### config.mk
export PLATFORM = sky130hd
export DESIGN_NAME = load_scoreboard_flat
export DESIGN_NICKNAME = d
export VERILOG_FILES = /design/src/rtl/load_scoreboard_pkg.sv /design/src/rtl/load_scoreboard_if.sv /design/src/rtl/load_scoreboard_hazard.sv /design/src/rtl/load_scoreboard.sv /design/src/flat_wrapper.sv
export SDC_FILE = /design/constraint.sdc
export NUM_CORES = 1
export LEC_CHECK = 0
export ABC_AREA = 1
export CORE_MARGIN = 8
export CORE_UTILIZATION = 54
export DETAILED_ROUTE_END_ITERATION = 10
export PLACE_DENSITY = 0.79
export SLEW_MARGIN = 5
export SYNTH_ARGS = -nofsm -noshare
export SYNTH_HDL_FRONTEND = slang
export SYNTH_SLANG_ARGS = --single-unit
### constraint.sdc
create_clock -name clk -period 6.6 [get_ports clk]
set_clock_uncertainty 0.05 [all_clocks]
set_input_delay 0.66 -clock clk [delete_from_list [all_inputs] [get_ports clk]]
set_output_delay 0.66 -clock clk [all_outputs]
set_load 0.005 [all_outputs]
### src/rtl/load_scoreboard_pkg.sv
// Shared constants and helpers for the load scoreboard.
// Register index width and outstanding-producer counter width.
package load_scoreboard_pkg;

  localparam int NREG = 32;
  localparam int RW   = 5;
  localparam int CNTW = 6;

  typedef logic [RW-1:0] reg_idx_t;

  function automatic logic [CNTW-1:0] popcnt(
    input logic [NREG-1:0] v
  );
    logic [CNTW-1:0] n;
    n = '0;
    for (int i = 0; i < NREG; i++) begin
      n = n + CNTW'(v[i]);
    end
    return n;
  endfunction

endpackage

### src/rtl/load_scoreboard_if.sv
// Decode-slot query, writeback release and status bundle.
// The pipeline side is master; the scoreboard is slave.
interface load_scoreboard_if;
  import load_scoreboard_pkg::*;

  logic            id_valid_1;
  logic            id_valid_2;
  reg_idx_t        id_rs1_1;
  reg_idx_t        id_rs2_1;
  reg_idx_t        id_rs1_2;
  reg_idx_t        id_rs2_2;
  logic            id_is_s_type_1;
  logic            id_is_s_type_2;
  reg_idx_t        id_rd_1;
  reg_idx_t        id_rd_2;
  logic            id_long_1;
  logic            id_long_2;
  logic            wb_en_1;
  logic            wb_en_2;
  reg_idx_t        wb_rd_1;
  reg_idx_t        wb_rd_2;
  logic            ID_stall_1;
  logic            ID_stall_2;
  logic [CNTW-1:0] busy_cnt;
  logic            sb_idle;

  modport master (
    output id_valid_1, id_valid_2,
    output id_rs1_1, id_rs2_1,
    output id_rs1_2, id_rs2_2,
    output id_is_s_type_1, id_is_s_type_2,
    output id_rd_1, id_rd_2,
    output id_long_1, id_long_2,
    output wb_en_1, wb_en_2,
    output wb_rd_1, wb_rd_2,
    input  ID_stall_1, ID_stall_2,
    input  busy_cnt, sb_idle
  );

  modport slave (
    input  id_valid_1, id_valid_2,
    input  id_rs1_1, id_rs2_1,
    input  id_rs1_2, id_rs2_2,
    input  id_is_s_type_1, id_is_s_type_2,
    input  id_rd_1, id_rd_2,
    input  id_long_1, id_long_2,
    input  wb_en_1, wb_en_2,
    input  wb_rd_1, wb_rd_2,
    output ID_stall_1, ID_stall_2,
    output busy_cnt, sb_idle
  );

endinterface

### src/rtl/load_scoreboard_hazard.sv
// Per-slot hazard: RAW on rs1/rs2 and WAW on rd against
// the release-bypassed busy vector. x0 never hazards.
module sb_hazard_check
  import load_scoreboard_pkg::*;
(
  input  reg_idx_t        rs1,
  input  reg_idx_t        rs2,
  input  reg_idx_t        rd,
  input  logic            is_s_type,
  input  logic            lng,
  input  logic [NREG-1:0] eff_busy,
  output logic            hz
);

  logic h_rs1;
  logic h_rs2;
  logic h_rd;

  assign h_rs1 = (rs1 != '0) & eff_busy[rs1];
  // store data is forwarded later, so rs2 of a store is free
  assign h_rs2 = (rs2 != '0) & eff_busy[rs2] & ~is_s_type;
  assign h_rd  = (rd != '0) & eff_busy[rd] & lng;
  assign hz    = h_rs1 | h_rs2 | h_rd;

endmodule

### src/rtl/load_scoreboard.sv
// Register scoreboard for long-latency producers in the
// two-issue pipeline: marks at issue, releases at writeback.
module load_scoreboard
  import load_scoreboard_pkg::*;
#(
  parameter int NREG = load_scoreboard_pkg::NREG,
  parameter int CNTW = load_scoreboard_pkg::CNTW
) (
  input logic               clk,
  input logic               rst,
  input logic               flush,
  load_scoreboard_if.slave  sb
);

  logic [NREG-1:0] busy_q;
  logic [NREG-1:0] busy_d;
  logic [CNTW-1:0] cnt_q;
  logic [CNTW-1:0] cnt_d;
  logic [NREG-1:0] rel;
  logic [NREG-1:0] set;
  logic [NREG-1:0] eff_busy;
  logic            hz_1;
  logic            hz_2;
  logic            stall_1;
  logic            stall_2;
  logic            pair_dep;
  logic            acc_1;
  logic            acc_2;

  always_comb begin
    rel = '0;
    if (sb.wb_en_1) rel[sb.wb_rd_1] = 1'b1;
    if (sb.wb_en_2) rel[sb.wb_rd_2] = 1'b1;
  end

  assign eff_busy = busy_q & ~rel;

  sb_hazard_check u_hz_1 (
    .rs1       (sb.id_rs1_1),
    .rs2       (sb.id_rs2_1),
    .rd        (sb.id_rd_1),
    .is_s_type (sb.id_is_s_type_1),
    .lng       (sb.id_long_1),
    .eff_busy  (eff_busy),
    .hz        (hz_1)
  );

  sb_hazard_check u_hz_2 (
    .rs1       (sb.id_rs1_2),
    .rs2       (sb.id_rs2_2),
    .rd        (sb.id_rd_2),
    .is_s_type (sb.id_is_s_type_2),
    .lng       (sb.id_long_2),
    .eff_busy  (eff_busy),
    .hz        (hz_2)
  );

  // slot 2 depends on a slot-1 producer issuing this cycle
  assign pair_dep = sb.id_valid_1 & sb.id_long_1
                  & (sb.id_rd_1 != '0)
                  & ((sb.id_rd_1 == sb.id_rs1_2)
                  | ((sb.id_rd_1 == sb.id_rs2_2)
                     & ~sb.id_is_s_type_2)
                  | (sb.id_long_2
                     & (sb.id_rd_2 == sb.id_rd_1)));

  assign stall_1 = sb.id_valid_1 & hz_1;
  assign stall_2 = sb.id_valid_2
                 & (hz_2 | stall_1 | pair_dep);

  assign acc_1 = sb.id_valid_1 & ~stall_1
               & sb.id_long_1 & (sb.id_rd_1 != '0);
  assign acc_2 = sb.id_valid_2 & ~stall_2
               & sb.id_long_2 & (sb.id_rd_2 != '0);

  always_comb begin
    set = '0;
    if (acc_1) set[sb.id_rd_1] = 1'b1;
    if (acc_2) set[sb.id_rd_2] = 1'b1;
  end

  always_comb begin
    busy_d    = (busy_q & ~rel) | set;
    busy_d[0] = 1'b0;
    cnt_d     = cnt_q + CNTW'(acc_1) + CNTW'(acc_2)
              - CNTW'(popcnt(busy_q & rel));
    if (flush) begin
      busy_d = '0;
      cnt_d  = '0;
    end
  end

  always_ff @(posedge clk) begin
    if (rst) begin
      busy_q <= '0;
      cnt_q  <= '0;
    end else begin
      busy_q <= busy_d;
      cnt_q  <= cnt_d;
    end
  end

  assign sb.ID_stall_1 = stall_1;
  assign sb.ID_stall_2 = stall_2;
  assign sb.busy_cnt   = cnt_q;
  assign sb.sb_idle    = (cnt_q == '0);

endmodule

### src/flat_wrapper.sv
// flat-port wrapper written by rule: the top's interface ports become plain ports
module load_scoreboard_flat import load_scoreboard_pkg::*;
#(
  parameter int NREG = load_scoreboard_pkg::NREG,
  parameter int CNTW = load_scoreboard_pkg::CNTW
)
  (clk, rst, flush, sb_id_valid_1, sb_id_valid_2, sb_id_rs1_1, sb_id_rs2_1, sb_id_rs1_2, sb_id_rs2_2, sb_id_is_s_type_1, sb_id_is_s_type_2, sb_id_rd_1, sb_id_rd_2, sb_id_long_1, sb_id_long_2, sb_wb_en_1, sb_wb_en_2, sb_wb_rd_1, sb_wb_rd_2, sb_ID_stall_1, sb_ID_stall_2, sb_busy_cnt, sb_sb_idle);
  load_scoreboard_if sb_i ();
  input logic clk;
  input logic rst;
  input logic flush;
  input wire logic [$bits(sb_i.id_valid_1)-1:0] sb_id_valid_1;
  input wire logic [$bits(sb_i.id_valid_2)-1:0] sb_id_valid_2;
  input wire logic [$bits(sb_i.id_rs1_1)-1:0] sb_id_rs1_1;
  input wire logic [$bits(sb_i.id_rs2_1)-1:0] sb_id_rs2_1;
  input wire logic [$bits(sb_i.id_rs1_2)-1:0] sb_id_rs1_2;
  input wire logic [$bits(sb_i.id_rs2_2)-1:0] sb_id_rs2_2;
  input wire logic [$bits(sb_i.id_is_s_type_1)-1:0] sb_id_is_s_type_1;
  input wire logic [$bits(sb_i.id_is_s_type_2)-1:0] sb_id_is_s_type_2;
  input wire logic [$bits(sb_i.id_rd_1)-1:0] sb_id_rd_1;
  input wire logic [$bits(sb_i.id_rd_2)-1:0] sb_id_rd_2;
  input wire logic [$bits(sb_i.id_long_1)-1:0] sb_id_long_1;
  input wire logic [$bits(sb_i.id_long_2)-1:0] sb_id_long_2;
  input wire logic [$bits(sb_i.wb_en_1)-1:0] sb_wb_en_1;
  input wire logic [$bits(sb_i.wb_en_2)-1:0] sb_wb_en_2;
  input wire logic [$bits(sb_i.wb_rd_1)-1:0] sb_wb_rd_1;
  input wire logic [$bits(sb_i.wb_rd_2)-1:0] sb_wb_rd_2;
  output wire logic [$bits(sb_i.ID_stall_1)-1:0] sb_ID_stall_1;
  output wire logic [$bits(sb_i.ID_stall_2)-1:0] sb_ID_stall_2;
  output wire logic [$bits(sb_i.busy_cnt)-1:0] sb_busy_cnt;
  output wire logic [$bits(sb_i.sb_idle)-1:0] sb_sb_idle;
  assign sb_i.id_valid_1 = sb_id_valid_1;
  assign sb_i.id_valid_2 = sb_id_valid_2;
  assign sb_i.id_rs1_1 = sb_id_rs1_1;
  assign sb_i.id_rs2_1 = sb_id_rs2_1;
  assign sb_i.id_rs1_2 = sb_id_rs1_2;
  assign sb_i.id_rs2_2 = sb_id_rs2_2;
  assign sb_i.id_is_s_type_1 = sb_id_is_s_type_1;
  assign sb_i.id_is_s_type_2 = sb_id_is_s_type_2;
  assign sb_i.id_rd_1 = sb_id_rd_1;
  assign sb_i.id_rd_2 = sb_id_rd_2;
  assign sb_i.id_long_1 = sb_id_long_1;
  assign sb_i.id_long_2 = sb_id_long_2;
  assign sb_i.wb_en_1 = sb_wb_en_1;
  assign sb_i.wb_en_2 = sb_wb_en_2;
  assign sb_i.wb_rd_1 = sb_wb_rd_1;
  assign sb_i.wb_rd_2 = sb_wb_rd_2;
  assign sb_ID_stall_1 = sb_i.ID_stall_1;
  assign sb_ID_stall_2 = sb_i.ID_stall_2;
  assign sb_busy_cnt = sb_i.busy_cnt;
  assign sb_sb_idle = sb_i.sb_idle;
  load_scoreboard #(.NREG(NREG), .CNTW(CNTW)) u_core (.clk(clk), .rst(rst), .flush(flush), .sb(sb_i));
endmodule
Fig. 1: met1 routing
Bar = 20 um.
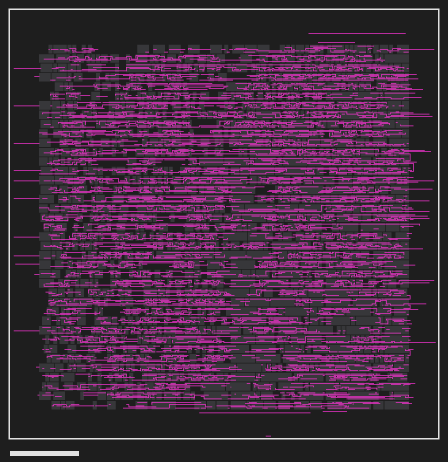
longest straight run: 56.1 um
share of all routed wire: 32%
wire length on this layer: 11400 um
main direction: horizontal
nets with wire on the layer: 1414
final WL: 35600 um
via count: 9888
global routing usage on met1: 44.1%

Fig. 2: wire density map
25 x 25 tiles, from white (low) to dark blue (high), scaled to the fullest tile. Values are wire area over tile area, all layers added.
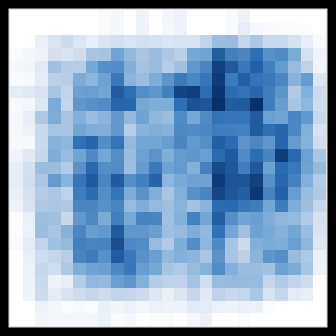
nearly empty tiles: 9.3%
fullest tile: 1.1
tiles over half the peak: 38%
densest ninth of the die: right middle
emptiest ninth of the die: top left
mean over tiles: 0.44
Total GRT Usage: 39.0%
Routed WL per cell: 23.2 um

Fig. 3: routed metal, one colour a layer
Bar = 20 um. Two of the layers only.
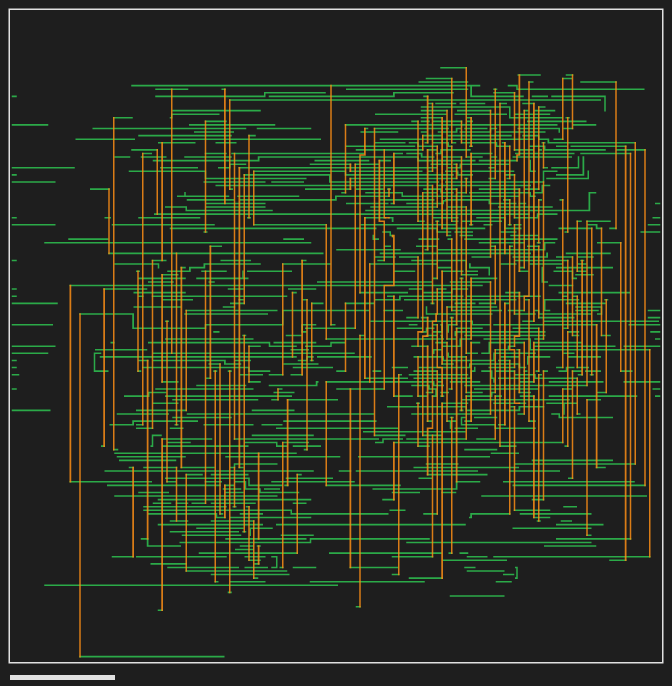
[met4] orange | wire length: 3970 um
[met3] green | wire length: 5800 um

Fig. 4: routing congestion map
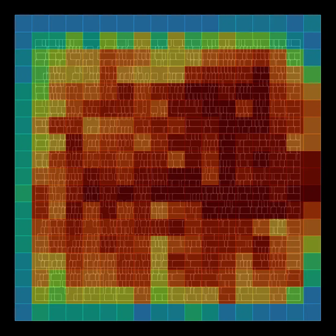
final core area utilization: 82.2%
GR met3 Demand/Resource: 14.9%

Fig. 5: layout detail
Bar = 5 um. Region (83, 83) to (103, 103) um. Cells in grey, sequential cells in the stronger grey; small squares are vias.
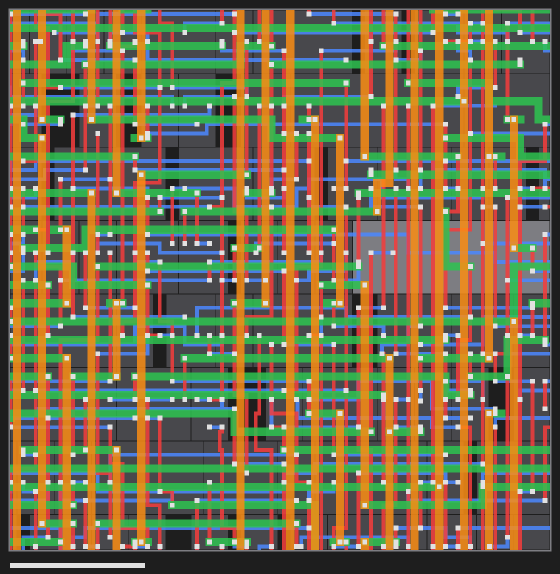
[met4] orange
[met1] blue
[met3] green
[met2] red
sequential cells in the window: 1
netlist names of flops here include: u_core.busy_q (1)
cells with their middle in the window: 58
most frequent: nand2_1 (27), nand3_1 (7), buf_4 (6)

[stage by stage]
step / setup TNS, ps / setup slack [ps] / instances / instance area, um^2 / hold WS, ps
after floorplan: 0 / 18.2 / 1141 / 6350 / 521
after global placement: -2030 / -946 / 1488 / 8370 / 585
after detailed placement: -2640 / -1110 / 1488 / 8370 / 585
after CTS: -157 / -157 / 1518 / 9060 / 614
after global routing: -807 / -519 / 1533 / 9390 / 692
final: -366 / -286 / 1534 / 9390 / 658
[power breakdown]
| group | total (mW) | switching (mW) | leakage, nW | internal [mW] |
|---|---|---|---|---|
| Sequential | 0.247 | 0.0127 | 0.299 | 0.234 |
| Clock | 0.248 | 0.107 | 0.0702 | 0.141 |
| Combinational | 0.607 | 0.345 | 4.12 | 0.263 |
[cells in the final DEF (no fill, tap or decap), types with 12 or more instances in the layout]
cell	Yosys	layout
sky130_fd_sc_hd__nor2_4	4	23
sky130_fd_sc_hd__fa_1	30	26
sky130_fd_sc_hd__nand2_1	364	324
sky130_fd_sc_hd__nand3_2	14	17
sky130_fd_sc_hd__nor2_2	8	17
sky130_fd_sc_hd__buf_4	6	198
sky130_fd_sc_hd__a21boi_0	14	13
sky130_fd_sc_hd__nand3_4	0	12
sky130_fd_sc_hd__inv_2	11	21
sky130_fd_sc_hd__clkdlybuf4s50_1	0	40
sky130_fd_sc_hd__buf_6	1	19
sky130_fd_sc_hd__nand3_1	79	64
sky130_fd_sc_hd__ha_1	25	22
sky130_fd_sc_hd__a21oi_1	61	58
sky130_fd_sc_hd__inv_1	171	157
sky130_fd_sc_hd__nor2_1	152	124
sky130_fd_sc_hd__nand2_2	1	36
sky130_fd_sc_hd__dfxtp_1	37	37
sky130_fd_sc_hd__o21ai_0	21	16
sky130_fd_sc_hd__nand4_1	67	67
[area by class of cell]
type	count	area share (%)
Antenna cell	1	0.0266
Timing Repair Buffer	279	25.4
Tap cell	143	1.91
Inverter	184	7.46
Multi-Input combinational cell	882	55.8
Clock buffer	5	1.33
Clock inverter	3	0.227
Sequential cell	37	7.89
[state kept, by name, summed over array words and instances, names as in the netlist]
signal              flops
u_core.sb.busy_cnt      6
u_core.busy_q          31
[routing by layer]
layer | up-vias | GRT usage [%] | wire, um
li1 | 4124 | - | -
met1 | 4289 | 44.1 | 11400
met2 | 1086 | 57.9 | 14500
met3 | 389 | 14.9 | 5800
met4 | 0 | 31.1 | 3970
met5 | - | 0 | 0
[path summary, 6_finish.rpt]
kind | to
worst max-delay path | u_core.sb.busy_cnt[5]
worst min-delay path | u_core.sb.busy_cnt[5]
worst min register to register | u_core.sb.busy_cnt[5]
worst max register to register | u_core.sb.busy_cnt[5]
[timing repair]
item                       CTS  global route
pin swaps                   46            43
hold endpoints to repair     0             0
gates resized              157            88
buffers inserted            22            15
setup endpoints to repair    3             3
[logic make-up after synthesis]
| logic type | after synthesis | synth area share (%) |
|---|---|---|
| and+or+nand+nor | 708 | 49.1 |
| buffers and inverters | 222 | 13.8 |
| AOI/OAI and AO/OA | 111 | 9.77 |
| xor gates and xnor gates | 8 | 1.11 |
| DFF | 37 | 11.7 |
| adders and majority gates | 55 | 14.4 |
==> run summary <==
On the backend side, the flow ran end to end.

The horizontal extent of the die stands at approximately 120 um. The remaining design rule violation count stands at 0. At the floorplan stage, the core utilization is reported as 55.4%.

The path class of the tightest hold or removal check is reg -> reg. The cell depth of the worst flop-to-flop path stands at 29. The worst-case max-slew headroom was logged as 51.1%. STA classifies the critical path startpoint as an input port.

The tree is rooted in a sky130_fd_sc_hd__clkbuf_16. The worst path setup slack after routing stands at -286 ps. By count the netlist is led by sky130_fd_sc_hd__nand2_1, sky130_fd_sc_hd__inv_1, sky130_fd_sc_hd__nor2_1. TritonCTS built the clock tree.

The vertical die dimension reported for this design is 124 um. The first global-routing pass estimated 48200 um of wire. The worst setup path is captured at a flop. Clock-pin slew was measured on the worst setup and hold paths at 60 ps. The number of endpoints failing setup at the final stage stands at 2. The reg2reg setup slack stands at around 200 ps. The static leakage power stands at 4.49 nW.

The number of distinct standard cells referenced by the synthesized netlist stands at 38. The worst setup path is of the in -> reg kind. Among cell families on the critical path, the largest total delay comes from adder cells. Per the skew report, the later register of the worst-skew pair sees a clock latency of 290 ps.

The maximum level of the CTS H-tree stands at 2. The TritonCTS sink count stands at 37. After layout, the worst path uses 104% of the clock period. Of the synthesized area, sequential elements account for approximately an eighth. After floorplanning, the die was sized to cover 0.0154 mm^2. The transition time recorded at the tightest slew-check pin is 733 ps.

Sorting the Yosys area breakdown by cell type puts at the top sky130_fd_sc_hd__nand2_1. In this run the worst path has a maximum fanout of 7. The count of nets left with antenna violations once routing finished came out at 0. The area of the multi-input gates stands at 0.00524 mm^2.

The footprint of the flip-flops and latches stands at approximately 740 um^2. The pin count of the biggest net entering global routing stands at 38. The placeable core region stands at around 0.011 mm^2. The timing report shows that the slowest cell on the worst path is sky130_fd_sc_hd__fa_2. The count of synthesis-stage warnings from yosys stands at 0.

The arrival time of data at the worst endpoint is listed as 7050 ps. Looking at the VDD voltage map, the peak drop is 0.000237 V. The stage logs contain a warning count of 28. The via count of the first global-routing pass was 8900.

The OpenROAD report gives the critical path a required time of 6770 ps. The synthesized netlist has a Yosys-reported chip area of 0.00633 mm^2. Per the hold report, the tightest min-delay path originates at u_core.sb.busy_cnt[5]. Global routing finished with a remaining overflow of 0. Setup repair after global routing could not meet its margin everywhere.

In this run the mean area of a mapped cell was between 5 and 6 um^2. The final critical delay including setup and external delays stands at 6890 ps. The post-layout net count stands at 1495. The violation tally recorded at the end of detailed-routing iteration 0 is approximately 2200. The initialized floorplan defines 39 standard-cell rows. Before any placement, the netlist area is recorded as 0.00633 mm^2. The flow ran to the end, but the final reports show violations.

The power per cell area stands at 117 mW/mm^2. For this design, Yosys synthesis ends with a cell count of 1141. The final reports fail on setup timing. The CTS buffer count stands at 5. In this run, synthesis inferred 0 flip-flops with an integrated enable. The post-route total power stands at 1.10 mW. The flow reports an fmax of 145 MHz. The number of buffer cells added on primary ports stands at roughly 60. For this run, the leading register cell type out of synthesis is sky130_fd_sc_hd__dfxtp_1. Buffers inserted to repair hold after CTS numbered 0.
Power and IR drop assume default switching activity.
